$ cat config.mk
export PLATFORM = sky130hd
export DESIGN_NAME = lsu_ctrl
export DESIGN_NICKNAME = d
export VERILOG_FILES = /design/src/rtl/lsu_ctrl.sv
export SDC_FILE = /design/constraint.sdc
export NUM_CORES = 1
export LEC_CHECK = 0
export ABC_AREA = 0
export CAP_MARGIN = 25
export CORE_ASPECT_RATIO = 0.9
export CORE_MARGIN = 3
export CORE_UTILIZATION = 33
export DETAILED_ROUTE_END_ITERATION = 6
export GPL_ROUTABILITY_DRIVEN = 0
export PLACE_DENSITY = 0.67
export SETUP_SLACK_MARGIN = 0.02
export SLEW_MARGIN = 0
export SYNTH_ARGS = -nofsm -noshare
export SYNTH_HDL_FRONTEND = slang
export SYNTH_SLANG_ARGS = --single-unit
$ cat constraint.sdc
create_clock -name clk -period 2 [get_ports clk]
set_input_delay 0.4 -clock clk [delete_from_list [all_inputs] [get_ports clk]]
set_output_delay 0.4 -clock clk [all_outputs]
set_load 0.01 [all_outputs]
$ cat src/rtl/lsu_ctrl.sv
// lsu_ctrl: multi-cycle load/store sequencer between the core and the data-memory port.
// Accepts one request in IDLE, issues one or two aligned word beats with byte enables,
// waits for mem_ack under a bounded wait counter, then pulses done with the extended result.
// Optional feature macro: LSU_SPLIT_EN. When defined, word-crossing H/W accesses are split
// into BEAT0+BEAT1. When undefined, misaligned H/W accesses are rejected with misalign=1.
module lsu_ctrl #(
  parameter int XLEN     = 32,
  parameter int MAX_WAIT = 16
) (
  input  logic            clk,
  input  logic            rst,
  input  logic            req,
  input  logic            we,
  input  logic [2:0]      func3,
  input  logic [XLEN-1:0] addr,
  input  logic [XLEN-1:0] wdata,
  output logic            busy,
  output logic            done,
  output logic [XLEN-1:0] rdata,
  output logic            err,
  output logic            misalign,
  output logic            mem_req,
  output logic            mem_we,
  output logic [XLEN-1:0] mem_addr,
  output logic [3:0]      mem_be,
  output logic [XLEN-1:0] mem_wdata,
  input  logic [XLEN-1:0] mem_rdata,
  input  logic            mem_ack
);

  localparam int WW = $clog2(MAX_WAIT);
  localparam logic [WW-1:0] WAIT_LAST = WW'(MAX_WAIT - 1);

  typedef enum logic [1:0] {
    S_IDLE  = 2'd0,
    S_BEAT0 = 2'd1,
    S_BEAT1 = 2'd2,
    S_RESP  = 2'd3
  } state_e;

  // Lane mask for an access size (func3[1:0]).
  function automatic logic [3:0] size_mask(input logic [1:0] sz);
    logic [3:0] m;
    case (sz)
      2'b00:   m = 4'b0001;
      2'b01:   m = 4'b0011;
      2'b10:   m = 4'b1111;
      default: m = 4'b0000;
    endcase
    return m;
  endfunction

  // Sign- or zero-extend a lane-0 aligned load word according to func3.
  function automatic logic [XLEN-1:0] extend(input logic [XLEN-1:0] w, input logic [2:0] f3);
    logic [XLEN-1:0] r;
    case (f3)
      3'b000:  r = {{(XLEN-8){w[7]}}, w[7:0]};
      3'b001:  r = {{(XLEN-16){w[15]}}, w[15:0]};
      3'b100:  r = {{(XLEN-8){1'b0}}, w[7:0]};
      3'b101:  r = {{(XLEN-16){1'b0}}, w[15:0]};
      default: r = w;
    endcase
    return r;
  endfunction

  state_e          state_q;
  logic            we_q;
  logic [2:0]      func3_q;
  logic [1:0]      off_q;
  logic [WW-1:0]   wait_q;
  logic            busy_q;
  logic            done_q;
  logic [XLEN-1:0] rdata_q;
  logic            err_q;
  logic            misalign_q;
  logic            mem_req_q;
  logic            mem_we_q;
  logic [XLEN-1:0] mem_addr_q;
  logic [3:0]      mem_be_q;
  logic [XLEN-1:0] mem_wdata_q;

  logic [3:0]      mask_s;
  logic [3:0]      be_lo_s;
  logic [XLEN-1:0] wdata_lo_s;
  logic            illegal_s;
  logic [XLEN-1:0] load_word_s;
  logic [XLEN-1:0] load_res_s;

  // Decode the incoming request: first-beat lanes, shifted store data, legality.
  always_comb begin
    mask_s     = size_mask(func3[1:0]);
    be_lo_s    = mask_s << addr[1:0];
    wdata_lo_s = wdata << {addr[1:0], 3'b000};
    case (func3)
      3'b000, 3'b001, 3'b010: illegal_s = 1'b0;
      3'b100, 3'b101:         illegal_s = we;
      default:                illegal_s = 1'b1;
    endcase
  end

`ifdef LSU_SPLIT_EN
  logic            cross_q;
  logic [3:0]      be_hi_q;
  logic [XLEN-1:0] wdata_hi_q;
  logic [XLEN-1:0] data0_q;
  logic [2:0]      back_s;
  logic [3:0]      be_hi_s;
  logic [XLEN-1:0] wdata_hi_s;

  // Lanes and store bytes that spill past lane 3 into the next word.
  always_comb begin
    back_s     = 3'd4 - {1'b0, addr[1:0]};
    be_hi_s    = mask_s >> back_s;
    wdata_hi_s = wdata >> {back_s, 3'b000};
  end
`else
  logic misaligned_s;

  // Halfwords on odd bytes and words off a word boundary cannot be served in one beat.
  always_comb begin
    if (func3[1:0] == 2'b01) begin
      misaligned_s = addr[0];
    end else if (func3[1:0] == 2'b10) begin
      misaligned_s = (addr[1:0] != 2'b00);
    end else begin
      misaligned_s = 1'b0;
    end
  end
`endif

  // Bring the loaded bytes down to lane 0 (merging both beats when split) and extend.
  always_comb begin
`ifdef LSU_SPLIT_EN
    if (state_q == S_BEAT1) begin
      load_word_s = (data0_q >> {off_q, 3'b000}) |
                    (mem_rdata << {3'd4 - {1'b0, off_q}, 3'b000});
    end else begin
      load_word_s = mem_rdata >> {off_q, 3'b000};
    end
`else
    load_word_s = mem_rdata >> {off_q, 3'b000};
`endif
    if (we_q) begin
      load_res_s = {XLEN{1'b0}};
    end else begin
      load_res_s = extend(load_word_s, func3_q);
    end
  end

  // Sequencer FSM with all outputs registered.
  always_ff @(posedge clk) begin
    if (!rst) begin
      state_q     <= S_IDLE;
      we_q        <= 1'b0;
      func3_q     <= 3'b000;
      off_q       <= 2'b00;
      wait_q      <= '0;
      busy_q      <= 1'b0;
      done_q      <= 1'b0;
      rdata_q     <= {XLEN{1'b0}};
      err_q       <= 1'b0;
      misalign_q  <= 1'b0;
      mem_req_q   <= 1'b0;
      mem_we_q    <= 1'b0;
      mem_addr_q  <= {XLEN{1'b0}};
      mem_be_q    <= 4'b0000;
      mem_wdata_q <= {XLEN{1'b0}};
`ifdef LSU_SPLIT_EN
      cross_q     <= 1'b0;
      be_hi_q     <= 4'b0000;
      wdata_hi_q  <= {XLEN{1'b0}};
      data0_q     <= {XLEN{1'b0}};
`endif
    end else begin
      case (state_q)
        S_IDLE: begin
          if (req) begin
            we_q    <= we;
            func3_q <= func3;
            off_q   <= addr[1:0];
            busy_q  <= 1'b1;
`ifdef LSU_SPLIT_EN
            cross_q    <= (be_hi_s != 4'b0000);
            be_hi_q    <= be_hi_s;
            wdata_hi_q <= wdata_hi_s;
`endif
            if (illegal_s) begin
              state_q <= S_RESP;
              done_q  <= 1'b1;
              err_q   <= 1'b1;
`ifndef LSU_SPLIT_EN
            end else if (misaligned_s) begin
              state_q    <= S_RESP;
              done_q     <= 1'b1;
              misalign_q <= 1'b1;
`endif
            end else begin
              state_q     <= S_BEAT0;
              wait_q      <= '0;
              mem_req_q   <= 1'b1;
              mem_we_q    <= we;
              mem_addr_q  <= {addr[XLEN-1:2], 2'b00};
              mem_be_q    <= be_lo_s;
              mem_wdata_q <= wdata_lo_s;
            end
          end else begin
            busy_q <= 1'b0;
          end
        end
        S_BEAT0: begin
`ifdef LSU_SPLIT_EN
          if (mem_ack && cross_q) begin
            state_q     <= S_BEAT1;
            wait_q      <= '0;
            data0_q     <= mem_rdata;
            mem_addr_q  <= mem_addr_q + 32'd4;
            mem_be_q    <= be_hi_q;
            mem_wdata_q <= wdata_hi_q;
          end else
`endif
          if (mem_ack) begin
            state_q     <= S_RESP;
            done_q      <= 1'b1;
            rdata_q     <= load_res_s;
            mem_req_q   <= 1'b0;
            mem_we_q    <= 1'b0;
            mem_addr_q  <= {XLEN{1'b0}};
            mem_be_q    <= 4'b0000;
            mem_wdata_q <= {XLEN{1'b0}};
          end else if (wait_q == WAIT_LAST) begin
            state_q     <= S_RESP;
            done_q      <= 1'b1;
            err_q       <= 1'b1;
            rdata_q     <= {XLEN{1'b0}};
            mem_req_q   <= 1'b0;
            mem_we_q    <= 1'b0;
            mem_addr_q  <= {XLEN{1'b0}};
            mem_be_q    <= 4'b0000;
            mem_wdata_q <= {XLEN{1'b0}};
          end else begin
            wait_q <= wait_q + WW'(1);
          end
        end
`ifdef LSU_SPLIT_EN
        S_BEAT1: begin
          if (mem_ack) begin
            state_q     <= S_RESP;
            done_q      <= 1'b1;
            rdata_q     <= load_res_s;
            mem_req_q   <= 1'b0;
            mem_we_q    <= 1'b0;
            mem_addr_q  <= {XLEN{1'b0}};
            mem_be_q    <= 4'b0000;
            mem_wdata_q <= {XLEN{1'b0}};
          end else if (wait_q == WAIT_LAST) begin
            state_q     <= S_RESP;
            done_q      <= 1'b1;
            err_q       <= 1'b1;
            rdata_q     <= {XLEN{1'b0}};
            mem_req_q   <= 1'b0;
            mem_we_q    <= 1'b0;
            mem_addr_q  <= {XLEN{1'b0}};
            mem_be_q    <= 4'b0000;
            mem_wdata_q <= {XLEN{1'b0}};
          end else begin
            wait_q <= wait_q + WW'(1);
          end
        end
`endif
        S_RESP: begin
          state_q    <= S_IDLE;
          busy_q     <= 1'b0;
          done_q     <= 1'b0;
          err_q      <= 1'b0;
          misalign_q <= 1'b0;
          rdata_q    <= {XLEN{1'b0}};
        end
        default: begin
          state_q     <= S_IDLE;
          busy_q      <= 1'b0;
          done_q      <= 1'b0;
          err_q       <= 1'b0;
          misalign_q  <= 1'b0;
          rdata_q     <= {XLEN{1'b0}};
          mem_req_q   <= 1'b0;
          mem_we_q    <= 1'b0;
          mem_addr_q  <= {XLEN{1'b0}};
          mem_be_q    <= 4'b0000;
          mem_wdata_q <= {XLEN{1'b0}};
        end
      endcase
    end
  end

  assign busy      = busy_q;
  assign done      = done_q;
  assign rdata     = rdata_q;
  assign err       = err_q;
  assign misalign  = misalign_q;
  assign mem_req   = mem_req_q;
  assign mem_we    = mem_we_q;
  assign mem_addr  = mem_addr_q;
  assign mem_be    = mem_be_q;
  assign mem_wdata = mem_wdata_q;

endmodule

Figure 1. Nets reached from selected ports (run 1).
Drawn at 2 px/um.
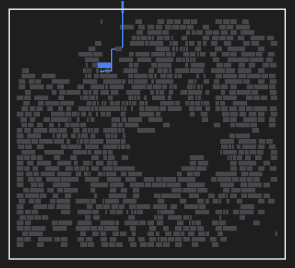
Key: blue = busy [bits 1, direction output, end cells 1, buffers 1, wire 37.7 um]
count of buffers inserted at the top-level ports: 207
# IOs: 210

Figure 2. Gate-type map (run 1).
Drawn at 3 px/um.
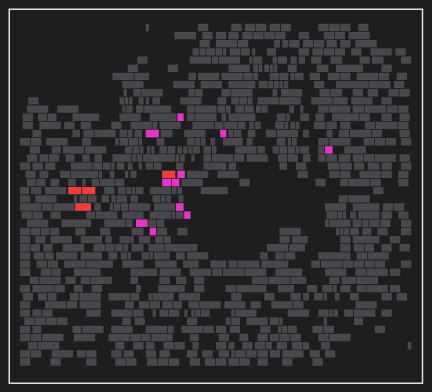
Key: magenta = AND and OR gates [cells 11, where centre]; red = adder and majority cells [cells 4, where west]
multi-input logic portion of the cell area: 30.1%
commonest non-fill, non-tap cell in the layout: clkdlybuf4s50_1

Figure 3. Pin placement (run 1).
Drawn at 3 px/um. Pins as bars across the die edge, other pins in grey.
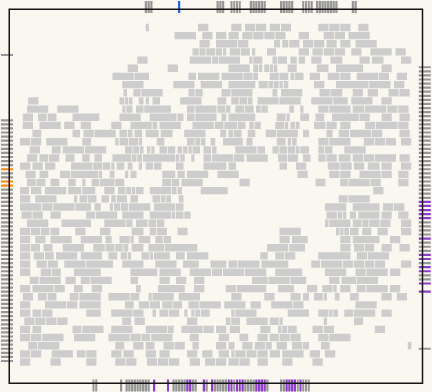
Key: orange = func3 [pins 3, direction input, edge west]; purple = mem_wdata [pins 32, direction output, edge 20 south, 12 east]; blue = busy [pins 1, direction output, edge north]
overall die width: 137 um
DIE HEIGHT: 124 um

==> Changelog: implementation, run 1 <==
### Implementation results

* Result of the run: finished clean
* Final Hold Vio Count at 0
* H-tree depth at 4
* DP Area at 0.00760 mm^2
* Start point of the critical path: func3[0]
* Final Hold Slack at 451 ps
* Sequential-to-total area share from yosys stat at 45.4%
* Relative slew slack at 48.4%
* Residual antenna-violating net count after detailed routing at 0
* Async set or reset register ratio after synthesis at 0%
* Hold Path End: done
* Maximum count of clock buffers along a single path at 2
* Final wirelength at 16.4 mm
* Via count of the first global-routing pass at 4754
* Count of antenna diodes in the layout at 0
* Critical Path Source Type: primary input
* Final period demand of the worst path at 1870 ps
* Peak VDD IR at 0.000569 V
* Clock tree from TritonCTS: built
* Top_reg_cell synth: dfxtp_1
* Post-CTS clock slew at the launch and capture registers of the worst setup and hold paths at 50 ps
* Detailed-route DRC error count at 0
* Count of distinct cell types in the synthesized netlist at 60
* Final design area excluding fillers at 0.00837 mm^2
* First-pass detailed-route iteration total at 4
* Crit path DRT at 2350 ps
* Final worst path period share at 93.5%
* Depth of the worst register-to-register path at 6
* Yosys stat area at 0.00512 mm^2
* Via-per-instance ratio at 5.13
* Synthesized area per cell at 10.5 um^2
* Total global routing track utilization at 19.1%
* Number of rows in the core area at 42
* Hold depth at 2
* CTS root buf: clkbuf_16
* Floorplan core area at 0.0149 mm^2
* Via count at 4797
* OpenROAD warnings at 28
* Syn Std Cell Area at 0.00512 mm^2
* WL per Instance at 17.6 um
* Synth warn at 0
* Launch point of the worst reg-to-reg path: wait_q[0]
* Initial antenna violation count at 0
* Post-synthesis sequential element count at 116
* Worst setup slack for register-to-register paths at 130 ps
* Setup TNS after final layout at 0 ps
* Peak Freq at 535 MHz
* Hold-fix buffers at CTS at 0
* Later-pin clock latency in the skew report at 410 ps
* Pre-placement core utilization at 34.3%
* Overall power consumption at 6870 uW
* Number of filler instances in the final layout at 1270
* Maximum number of pins on one net before global-route repair at 42
* Crit Path Category: primary input to register
* Ratio of cells with drive above 1 in the final layout at 17.4%
* Yosys stat cell total at 487
* Detailed-placement wirelength estimate at 11.9 mm
* Post-Syn Instances at 487
* Number of enable-type register cells in the synthesized netlist at 0
* Layout Area Growth over Synthesis at 63.5%
* Final setup skew at 7.33 ps
* Setup repair after global routing missed its margin: false
* PnR worst setup slack at 130 ps
* Fin cells at 935
* Number of clock sinks at 116
* Static Leak at 0.00320 uW
* Worst Hold Class: register to register
* Max-cap viol count at 0
* Critical path endpoint category: register
* NumNets Final at 832
* Finish-stage setup viols at 0
* Arrival time at the worst endpoint at 2220 ps
* Num CTS Buffers at 17
* Transition at the pin with the smallest max-transition slack at 773 ps
* Total die size at 0.0170 mm^2
* Iteration-0 DRC count of the detailed router at 226
* Post-Place Worst Slack at -565 ps
* Number of pins exceeding their max-slew limit in the final report at 0
* Power per Cell Area at 821 mW/mm^2
* Worst r2r dst: mem_wdata[18]
* CP Capture Point: mem_wdata[30]
* Dpl cells at 897
* Grt total ovfl at 0
* Largest fanout on the critical path at 11
* Final core area utilization at 56.1%
* Beginning of the worst hold path: done
* Global-route wire length before repair at 25.5 mm
## run 1: routing by layer
layer | up-vias | track usage (%) | wire [um]
met5 | - | 0 | 0
met4 | 0 | 6.48 | 246
met3 | 17 | 6.62 | 1380
met2 | 190 | 29.6 | 7470
met1 | 2284 | 24.9 | 7340
li1 | 2306 | - | -
## run 1: registers in the layout (all words and copies together), names as in the netlist
signal,cells
busy,1
done,1
err,1
func3_q,3
mem_addr,30
mem_be,4
mem_req,1
mem_wdata,32
mem_we,1
misalign,1
off_q,2
rdata,32
state_q,2
wait_q,4
we_q,1
## run 1: placed cells by master, fill, tap and decap left out, drive strengths merged, types with 3 or more instances in the layout
| cell type | count |
|---|---|
| buf | 53 |
| clkbuf | 20 |
| ha | 4 |
| a32o | 8 |
| a221o | 16 |
| nor2 | 11 |
| o31ai | 3 |
| a22o | 50 |
| a21oi | 19 |
| o2bb2ai | 18 |
| dlygate4sd2 | 3 |
| a211o | 15 |
| nor2b | 30 |
| clkinv | 4 |
| o21ai | 27 |
| clkdlybuf4s50 | 204 |
| dfxtp | 116 |
| or3 | 3 |
| bufinv | 4 |
| nand2 | 39 |
| mux2 | 8 |
| a21boi | 6 |
| inv | 10 |
| clkinvlp | 4 |
| mux2i | 28 |
| a32oi | 7 |
## run 1: synth_stat cells (2+ instances only)
master	number	area, um^2
a211o_1	15	131
a21boi_0	6	45.0
a21oi_1	18	90.1
a221o_1	13	130
a221o_2	3	33.8
a22o_1	50	438
a32o_1	8	80.1
a32oi_1	7	61.3
buf_1	4	15.0
buf_2	12	60.1
buf_4	8	60.1
buf_6	8	90.1
clkbuf_1	10	37.5
dfxtp_1	116	2320
ha_1	4	50.1
inv_1	9	33.8
mux2_2	8	90.1
mux2i_1	28	280
nand2_1	37	139
nor2_1	9	33.8
nor2b_1	29	181
o21ai_0	26	130
o22ai_1	2	12.5
o2bb2ai_1	9	78.8
o2bb2ai_2	9	135
o31ai_1	3	22.5
or3_1	2	12.5
or4_1	2	15.0
## run 1: worst max-delay path, cell delays in order
cell and delay (ps):
dlygate4sd2_1 260, inv_1 60, ha_2 180, nor2b_4 170
nor2_2 70, or3_4 380, buf_4 150, nor2_4 100
buf_6 140, buf_12 130, a32o_1 170
## run 1: what timing repair did
item,in CTS,in global routing
buffers inserted,4,1
gates cloned,2,0
endpoints found under the setup margin,85,28
gates resized,7,5
pin swaps,3,2
## run 1: area by class of cell
type / instances / area, um^2 / area share [%]
clock buffers: 20 / 467 / 5.58
clock inverters: 12 / 178 / 2.12
inverters: 10 / 37.5 / 0.449
multi-input cells: 319 / 2520 / 30.1
flip-flops and latches: 116 / 2320 / 27.8
well taps: 198 / 248 / 2.96
repair buffers: 260 / 2590 / 31.0
## run 1: report_power, final
part	leakage, uW	switching (uW)	internal, uW
registers	0.000941	68.0	2410
clock network	0.000304	1100	2180
logic	0.00196	498	614
## run 1: logic make-up (layout without fill, tap and decap cells)
family | after synthesis | in the layout | synth area share, %
simple gates | 97 | 97 | 11.3
mux | 36 | 36 | 7.24
fa+ha+maj | 4 | 4 | 0.978
other cells | 1 | 2 | 0.0733
buf+inv | 53 | 302 | 5.97
compound gates | 180 | 180 | 29.0
flops | 116 | 116 | 45.4
--- run 2 (diff from run 1) ---
clock period = 1.5 ns   (was 2 ns; I/O delays follow)
Figure 4. Cell placement (run 2).
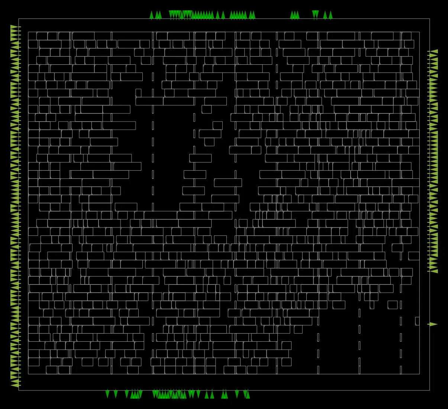
number of rows in the core area: 42
count of inserted tapcells: 198

Figure 5. Cell sizes after repair (run 2).
Drawn at 3 px/um.
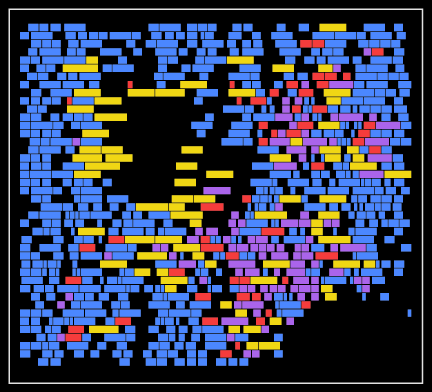
Key: blue = drive 1 or less [cells 570, share 71%, most used dfxtp_1]; yellow = drive 6 and up [cells 75, share 9.4%, most used clkbuf_16]; purple = drive 3 to 4 [cells 101, share 13%, most used buf_4]; red = drive 2 [cells 53, share 6.6%, most used o2bb2ai_2]
PnR worst setup slack: -268 ps
final design area excluding fillers: 0.00941 mm^2
number of non-clock buffers: 321
Layout Area Growth over Synthesis: 83.9%

Figure 6. Pin placement (run 2).
Drawn at 3 px/um. Pins as bars across the die edge, other pins in grey.
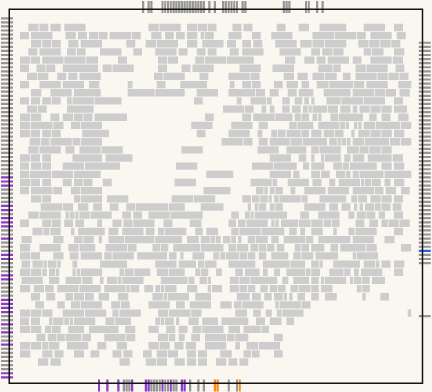
Key: purple = mem_wdata [pins 32, direction output, edge 22 west, 10 south]; orange = func3 [pins 3, direction input, edge south]; blue = busy [pins 1, direction output, edge east]
All pins by edge: 89 west, 56 east, 36 north, 29 south.

==> run 2 against run 1 <==
  * The run now ends with negative setup slack left
  * Clock power up 35%
  * Critical endpoint is now mem_wdata[21]
  * Via count up 7.1%
  * Highest routed layer unchanged
  * Final cell count up 6.6%
  * Register-to-register slack worse by 400 ps
  * Utilization up 7.0 points
==> Changelog: implementation, run 2 <==
### Implementation results

* Final setup skew at 7.79 ps (+0.462 ps)
* Maximum number of pins on one net before global-route repair at 38 (-9.5%)
* Global-route wire length before repair at 27.5 mm (+7.9%)
* Delay contributed by the slowest stage of the critical path at 330 ps (-50 ps)
* # IOs at 210 (unchanged)
* Static Leak at 0.00424 uW (+32%)
* Number of enable-type register cells in the synthesized netlist at 0 (unchanged)
* CTS root buf: clkbuf_16
* Crit Path Category: register to register
* Critical path endpoint category: register
* Final wirelength at 19.0 mm (+15%)
* Power per Cell Area at 1030 mW/mm^2 (+25%)
* Maximum count of clock buffers along a single path at 2 (unchanged)
* Synth warn at 0 (unchanged)
* Finish-stage setup viols at 95 (+95)
* Ranking of synthesized cells by area: dfxtp_1, a22o_1, mux2i_1, nor2b_1, nand2_1
* Yosys stat area at 0.00512 mm^2 (unchanged)
* Later-pin clock latency in the skew report at 410 ps (about the same)
* Setup TNS after final layout at -19390 ps (-19390 ps)
* Post-CTS clock slew at the launch and capture registers of the worst setup and hold paths at 60 ps (about the same)
* Biggest area consumer among synthesized cells: dfxtp_1
* Detailed-route DRC error count at 0 (unchanged)
* Num CTS Buffers at 17 (unchanged)
* Yosys stat cell total at 487 (unchanged)
* Fraction of power consumed by sequential logic at 34.1% (-1.9 points)
* Number of clock sinks at 116 (unchanged)
* Number of pins exceeding their max-slew limit in the final report at 0 (unchanged)
* Most used cells in the layout excluding fill and tap cells: dfxtp_1, dlygate4sd2_1, clkdlybuf4s50_1
* Total global routing track utilization at 20.9% (+1.7 points)
* Arrival time at the worst endpoint at 2130 ps (-90 ps)
* Peak VDD IR at 0.000819 V (+44%)
* First-pass detailed-route iteration total at 4 (unchanged)
* Grt total ovfl at 0 (unchanged)
* Number of filler instances in the final layout at 1207 (-5.0%)
* Fraction of power spent switching nets at 24.1% (-0.15 points)
* Cell Int Power at 7340 uW (+41%)
* Post-synthesis sequential element count at 116 (unchanged)
* Via count of the first global-routing pass at 5218 (+9.8%)
* Count of antenna diodes in the layout at 0 (unchanged)
* CP Depth at 8 (-3)
* Residual antenna-violating net count after detailed routing at 0 (unchanged)
* Top_reg_cell synth: dfxtp_1
* Iteration-0 DRC count of the detailed router at 256 (+13%)
* DIE HEIGHT at 124 um (unchanged)
* Floorplan core area at 0.0149 mm^2 (unchanged)
* Ratio of cells with drive above 1 in the final layout at 28.7% (+11 points)
* Async set or reset register ratio after synthesis at 0% (unchanged)
* Total die size at 0.0170 mm^2 (unchanged)
* Failing checks: negative setup slack
* PnR worst setup slack at -268 ps (-398 ps)
* Count of buffer and inverter cells on the critical path at 3 (-2)
* Clock tree from TritonCTS: built
* Crit path DRT at 1860 ps (-490 ps)
* Total net switching power at 2330 uW (+40%)
* Final worst path period share at 118%
* Library cell contributing the largest single delay on the critical path: dfxtp_2
* Hold depth at 4 (+2)
* Result of the run: finished, violations left
* Peak Freq at 566 MHz
* Gate power share at 20.3% (+4.1 points)
* Part of the power in the clock network at 45.7% (-2.1 points)
* Via count at 5136 (+7.1%)
* Via-per-instance ratio at 5.15 (+0.41%)
* Synthesized area per cell at 10.5 um^2 (unchanged)
* Largest delay contributor family on the critical path: AND-OR/OR-AND gates
* Count of buffers inserted at the top-level ports at 207 (unchanged)
* Most numerous cell types in the synthesized netlist: dfxtp_1, a22o_1, nand2_1
* Final Hold Vio Count at 0 (unchanged)
* Hold-fix buffers at CTS at 0 (unchanged)
* Overall power consumption at 9670 uW (+41%)
* Largest fanout on the critical path at 9 (-2)
* Beginning of the worst hold path: req
* Setup repair after global routing missed its margin: true
* Count of distinct cell types in the synthesized netlist at 60 (unchanged)
* Pre-placement core utilization at 34.3% (unchanged)
* WL per Instance at 19.0 um (+8.1%)
* Initial antenna violation count at 0 (unchanged)
* Final period demand of the worst path at 1770 ps
* Critical Path Source Type: register
* H-tree depth at 4 (unchanged)
* Launch point of the worst reg-to-reg path: wait_q[1]
* Post-Syn Instances at 487 (unchanged)
* Start point of the critical path: wait_q[1]
* Detailed-placement wirelength estimate at 12.4 mm (+4.2%)
* Fraction of synthesized cell area taken by the top area cell type at 45.4% (unchanged)
* Overall die width at 137 um (unchanged)
* Commonest non-fill, non-tap cell in the layout: dfxtp_1
* Cells traversed along the worst timing path: ha_4 > and3_4 > o211a_4 > a211oi_4 > buf_6 > buf_12 > clkbuf_16 > a22o_1
* Depth of the worst register-to-register path at 8 (+2)
* OpenROAD warnings at 31 (+11%)
* Worst Hold Class: primary input to register
* Syn Std Cell Area at 0.00512 mm^2 (unchanged)
* Most common cell in the netlist: dfxtp_1
* Final core area utilization at 63.1% (+7.0 points)
* Sequential-to-total area share from yosys stat at 45.4% (unchanged)
* NumNets Final at 894 (+7.5%)
* Max-cap viol count at 0 (unchanged)
==> run 2: routing by layer <==
metal / global-route usage [%] / vias to the layer above / routed length [um]
met1: 25.0 / 2461 / 7650
met4: 7.11 / 0 / 309
met5: 0 / - / 0
met2: 33.9 / 218 / 9180
li1: - / 2435 / -
met3: 8.64 / 22 / 1810
==> run 2: path summary, 6_finish.rpt <==
path                                       to  slack [ps]
worst max-delay path            mem_wdata[21]        -270
worst min-delay path               state_q[0]         340
worst max register to register  mem_wdata[21]        -270
worst min register to register           done         450
==> run 2: power by group through the flow <==
stage          clock network [uW]  logic [uW]  registers, uW
5_1_grt                      4630        2080           3300
2_1_floorplan                   0         693           3390
4_1_cts                      4490        1660           3290
3_5_place_dp                    0        1550           3360
3_3_place_gp                    0        1520           3350
6_report                     4420        1960           3290
==> run 2: final cells by class <==
class	count	area, um^2	share of cell area (%)
flip-flops and latches	116	2330	24.8
multi-input cells	320	2800	29.7
clock inverters	10	178	1.89
clock buffers	22	464	4.93
repair buffers	321	3330	35.4
well taps	198	248	2.63
inverters	10	62.6	0.665
==> run 2: tightest hold or removal path: cells and delay by family <==
| family | cells | cell delay, ps |
|---|---|---|
| buf+inv | 2 | 290 |
| simple gates | 2 | 120 |
==> run 2: repair_timing <==
item                                    CTS  global route
pin swaps                                12            37
gates resized                           153            57
gates cloned                              7            10
endpoints found under the setup margin  204           106
endpoints found under the hold margin     0             0
buffers inserted                         17            12
==> run 2: cells by family after synthesis <==
| kind of cell | share of synthesized area, % |
|---|---|
| flops | 45.4 |
| simple gates | 11.3 |
| buf+inv | 5.97 |
| mux | 7.24 |
| compound gates | 29.0 |
| fa+ha+maj | 0.978 |
| other cells | 0.0733 |
==> run 2: per-stage QoR <==
stage	worst slack, ps	cell area [um^2]	std cells	hold slack, ps
2_1_floorplan	-200	5260	488	416
3_3_place_gp	-894	7860	922	438
3_5_place_dp	-947	7860	922	446
4_1_cts	-221	8900	977	447
5_1_grt	-319	9410	997	363
6_report	-268	9410	997	342
--- run 3 (diff from run 2) ---
--- a/config.mk
+++ b/config.mk
@@ -13,5 +13,5 @@
 export DETAILED_ROUTE_END_ITERATION = 6
 export GPL_ROUTABILITY_DRIVEN = 0
-export PLACE_DENSITY = 0.67
+export PLACE_DENSITY_LB_ADDON = 0.12
 export SETUP_SLACK_MARGIN = 0.02
 export SLEW_MARGIN = 0
==> constraint.sdc (replaced) <==
create_clock -name clk -period 1.5 [get_ports clk]
set_input_delay 0.15 -clock clk [delete_from_list [all_inputs] [get_ports clk]]
set_output_delay 0.15 -clock clk [all_outputs]
set_load 0.01 [all_outputs]
Figure 7. Gate-type map (run 3).
Drawn at 3 px/um.
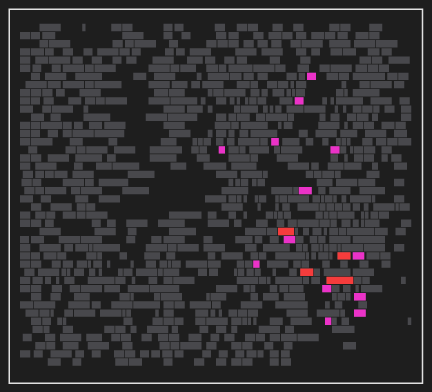
Key: magenta = AND and OR gates [cells 13]; red = adder and majority cells [cells 4]
fin cells: 961
multi-input logic portion of the cell area: 30.4%

Figure 8. Cell sizes after repair (run 3).
Drawn at 3 px/um.
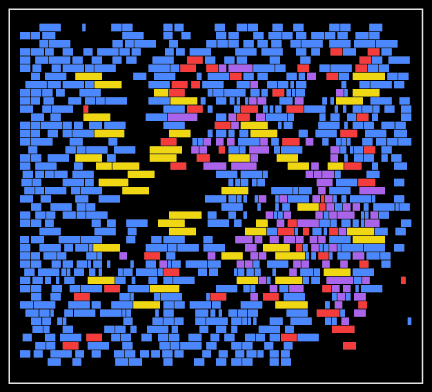
Key: blue = drive 1 or less [cells 580, share 76%, most used clkdlybuf4s50_1]; purple = drive 3 to 4 [cells 85, share 11%, most used buf_4]; yellow = drive 6 and up [cells 44, share 5.8%, most used clkbuf_16]; red = drive 2 [cells 54, share 7.1%, most used o2bb2ai_2]
number of non-clock buffers: 284
final design area excluding fillers: 0.00898 mm^2

Figure 9. Cell placement (run 3).
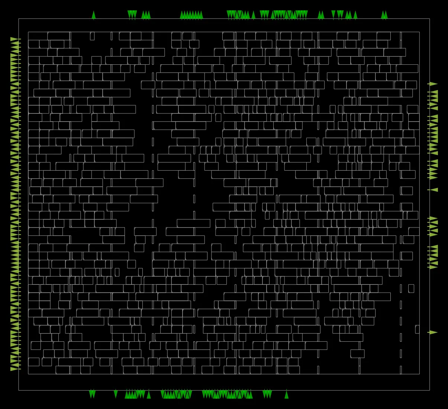
flop count: 116
proportion of cell area occupied by registers: 26.0%

==> run 3 against run 2 <==
  * Global-route usage rose by 0.088 points
  * Cell area is 4.6% lower
  * The run still ends with negative setup slack left
  * Critical endpoint is now mem_wdata[29]
  * Largest cell class unchanged
  * Synthesized cell count unchanged
  * Clock-buffer cell count down 2
  * Critical path depth fell by 1
==> Changelog: implementation, run 3 <==
### Implementation results

* Result of the run: finished, violations left
* Failing checks: negative setup slack
* Finish-stage setup viols at 103 (+8.4%)
* Maximum count of clock buffers along a single path at 2 (unchanged)
* Library cell contributing the largest single delay on the critical path: or3_4
* Initial antenna violation count at 0 (unchanged)
* Yosys stat cell total at 487 (unchanged)
* Yosys stat area at 0.00512 mm^2 (unchanged)
* Later-pin clock latency in the skew report at 410 ps (about the same)
* Logic area at 0.00273 mm^2 (-2.4%)
* Global-route wire length before repair at 27.6 mm (+0.28%)
* Number of filler instances in the final layout at 1278 (+5.9%)
* Num CTS Buffers at 17 (unchanged)
* Detailed-placement wirelength estimate at 12.1 mm (-2.8%)
* Static Leak at 0.00435 uW (+2.7%)
* Crit path DRT at 1860 ps (about the same)
* Number of rows in the core area at 42 (unchanged)
* Critical path endpoint category: register
* Cell Int Power at 7130 uW (-2.9%)
* Grt total ovfl at 0 (unchanged)
* Launch point of the worst reg-to-reg path: state_q[0]
* PnR worst setup slack at -231 ps (+37.2 ps)
* Worst setup slack for register-to-register paths at -230 ps (+40 ps)
* Commonest non-fill, non-tap cell in the layout: clkdlybuf4s50_1
* Peak Freq at 578 MHz (+2.2%)
* Top_reg_cell synth: dfxtp_1
* Detailed-route DRC error count at 0 (unchanged)
* # IOs at 210 (unchanged)
* WL per Instance at 19.3 um (+1.5%)
* Relative slew slack at 47.7%
* Final setup skew at 6.30 ps (-1.49 ps)
* Final wirelength at 18.5 mm (-2.2%)
* Most used cells in the layout excluding fill and tap cells: clkdlybuf4s50_1, dfxtp_1, buf_4
* Total net switching power at 2350 uW (+0.77%)
* OpenROAD warnings at 31 (unchanged)
* Power per Cell Area at 1060 mW/mm^2 (+2.7%)
* Ranking of synthesized cells by area: dfxtp_1, a22o_1, mux2i_1, nor2b_1, nand2_1
* Via-per-instance ratio at 5.13 (-0.46%)
* Count of distinct cell types in the synthesized netlist at 60 (unchanged)
* Delay contributed by the slowest stage of the critical path at 410 ps (+80 ps)
* Post-Place Worst Slack at -846 ps (+101 ps)
* Sequential-to-total area share from yosys stat at 45.4% (unchanged)
* Max-cap viol count at 0 (unchanged)
* Worst Hold Class: primary input to register
* Beginning of the worst hold path: func3[0]
* First-pass detailed-route iteration total at 5 (+1)
* Via count at 4928 (-4.0%)
* Arrival time at the worst endpoint at 2090 ps (-40 ps)
* Biggest area consumer among synthesized cells: dfxtp_1
* Largest fanout on the critical path at 8 (-1)
* Crit Path Category: register to register
* Async set or reset register ratio after synthesis at 0% (unchanged)
* Via count of the first global-routing pass at 5122 (-1.8%)
* DP Area at 0.00772 mm^2 (-1.8%)
* Synth warn at 0 (unchanged)
* Most common cell in the netlist: dfxtp_1
* Synthesized area per cell at 10.5 um^2 (unchanged)
* Flip-flop and latch area at 0.00233 mm^2 (about the same)
* Post-CTS clock slew at the launch and capture registers of the worst setup and hold paths at 60 ps (about the same)
* NumNets Final at 858 (-4.0%)
* Cells traversed along the worst timing path: nand2b_4 > or3_4 > buf_6 > nor2_4 > buf_12 > clkbuf_16 > a32o_1
* Floorplan core area at 0.0149 mm^2 (unchanged)
* Number of enable-type register cells in the synthesized netlist at 0 (unchanged)
* Total global routing track utilization at 21.0% (+0.088 points)
* Count of antenna diodes in the layout at 0 (unchanged)
* Count of buffers inserted at the top-level ports at 207 (unchanged)
* Post-Syn Instances at 487 (unchanged)
* Iteration-0 DRC count of the detailed router at 212 (-17%)
* Number of clock sinks at 116 (unchanged)
* Number of pins exceeding their max-slew limit in the final report at 0 (unchanged)
* Fraction of synthesized cell area taken by the top area cell type at 45.4% (unchanged)
* Clock tree from TritonCTS: built
* Worst r2r dst: mem_wdata[29]
* Pre-placement core utilization at 34.3% (unchanged)
* Post-synthesis sequential element count at 116 (unchanged)
* Critical Path Source Type: register
* Final Hold Vio Count at 0 (unchanged)
* Total die size at 0.0170 mm^2 (unchanged)
* Layout Area Growth over Synthesis at 75.5%
* H-tree depth at 4 (unchanged)
* Syn Std Cell Area at 0.00512 mm^2 (unchanged)
* Final core area utilization at 60.2% (-2.9 points)
* Ratio of cells with drive above 1 in the final layout at 24.0% (-4.7 points)
* Maximum number of pins on one net before global-route repair at 35 (-7.9%)
* Count of buffer and inverter cells on the critical path at 3 (unchanged)
* Gate power share at 18.0% (-2.3 points)
* Final worst path period share at 115% (-2.5 points)
* Peak VDD IR at 0.000783 V (-4.5%)
* Final period demand of the worst path at 1730 ps (-37.2 ps)
* Fraction of power spent switching nets at 24.8% (+0.68 points)
* Fraction of power consumed by sequential logic at 34.8% (+0.7 points)
* Most numerous cell types in the synthesized netlist: dfxtp_1, a22o_1, nand2_1
* Transition at the pin with the smallest max-transition slack at 784 ps
* Hold Path End: func3_q[0]
* Overall die width at 137 um (unchanged)
* Part of the power in the clock network at 47.3% (+1.6 points)
* Residual antenna-violating net count after detailed routing at 0 (unchanged)
* CTS root buf: clkbuf_16
* Hold depth at 4 (unchanged)
* Depth of the worst register-to-register path at 7 (-1)
* Largest delay contributor family on the critical path: simple AND/OR/NAND/NOR gates
* Setup repair after global routing missed its margin: true
* DIE HEIGHT at 124 um (unchanged)
==> run 3: netlist changes by cell type in the layout (fill, tap and decap cells not counted), moves of 7 or more <==
cell,change
dlygate4sd2_1,-60
buf_6,-17
clkdlybuf4s50_1,+25
o2bb2ai_1,-7
dlymetal6s2s_1,+36
buf_4,-9
mux2i_1,+9
==> run 3: metal layers <==
metal	up-vias	global-route usage [%]	part of all wire (%)
li1	2369	-	-
met1	2361	26.4	44
met2	180	33.5	48
met3	18	6.99	7.2
met4	0	7.61	1.3
met5	-	0	0
==> run 3: how the worst max path moves through the flow <==
stage	from	endpoint	cells after the start
after floorplan	wait_q[1]	rdata[24]	8
after global placement	func3[0]	mem_addr[28]	10
after detailed placement	func3[0]	mem_addr[3]	10
after CTS	wait_q[1]	mem_addr[3]	7
after global routing	state_q[0]	mem_wdata[29]	7
final	state_q[0]	mem_wdata[29]	7
==> run 3: timing repair <==
item,in CTS,in global routing
pin swaps,13,6
setup endpoints to repair,142,143
cloned,5,7
hold buffers,0,0
gates resized,70,61
buffers inserted,7,3
==> run 3: power by group through the flow <==
| stage | sequential, uW | combinational (uW) | clock (uW) |
|---|---|---|---|
| 3_5_place_dp | 3360 | 1490 | 0 |
| 4_1_cts | 3300 | 1600 | 4530 |
| 3_3_place_gp | 3360 | 1470 | 0 |
| 5_1_grt | 3310 | 1830 | 4670 |
| 2_1_floorplan | 3390 | 689 | 0 |
| 6_report | 3300 | 1700 | 4480 |
==> run 3: layout make-up <==
cell class,count,share of cell area [%]
clock buffers,20,4.97
clock inverters,12,2.27
inverters,10,0.418
multi-input cells,321,30.4
flip-flops and latches,116,26.0
well taps,198,2.76
repair buffers,284,33.2
==> run 3: through the flow <==
stage               hold WS, ps  total power, uW  instances  TNS [ps]
floorplan                   266             4080        488     -7350
global placement            436             4830        908    -68160
detailed placement          449             4850        908    -72230
CTS                         307             9430        952    -17820
global route                205             9810        961    -23660
finish                      197             9480        961    -18360
==> run 3: worst min-delay path, cell delays in order <==
cell,delay (ps)
clkbuf_2,140
buf_4,150
nand2_1,50
a21boi_0,70
==> run 3: cells by family (layout without fill, tap and decap cells) <==
group | Yosys count | count (layout) | share of synthesized area (%)
muxes | 36 | 36 | 7.24
adders and majority gates | 4 | 4 | 0.978
and+or+nand+nor | 97 | 99 | 11.3
buffers and inverters | 53 | 326 | 5.97
other | 1 | 2 | 0.0733
AOI/OAI and AO/OA | 180 | 180 | 29.0
DFF | 116 | 116 | 45.4
No activity file was given, so power comes from the tool's default toggle rates.
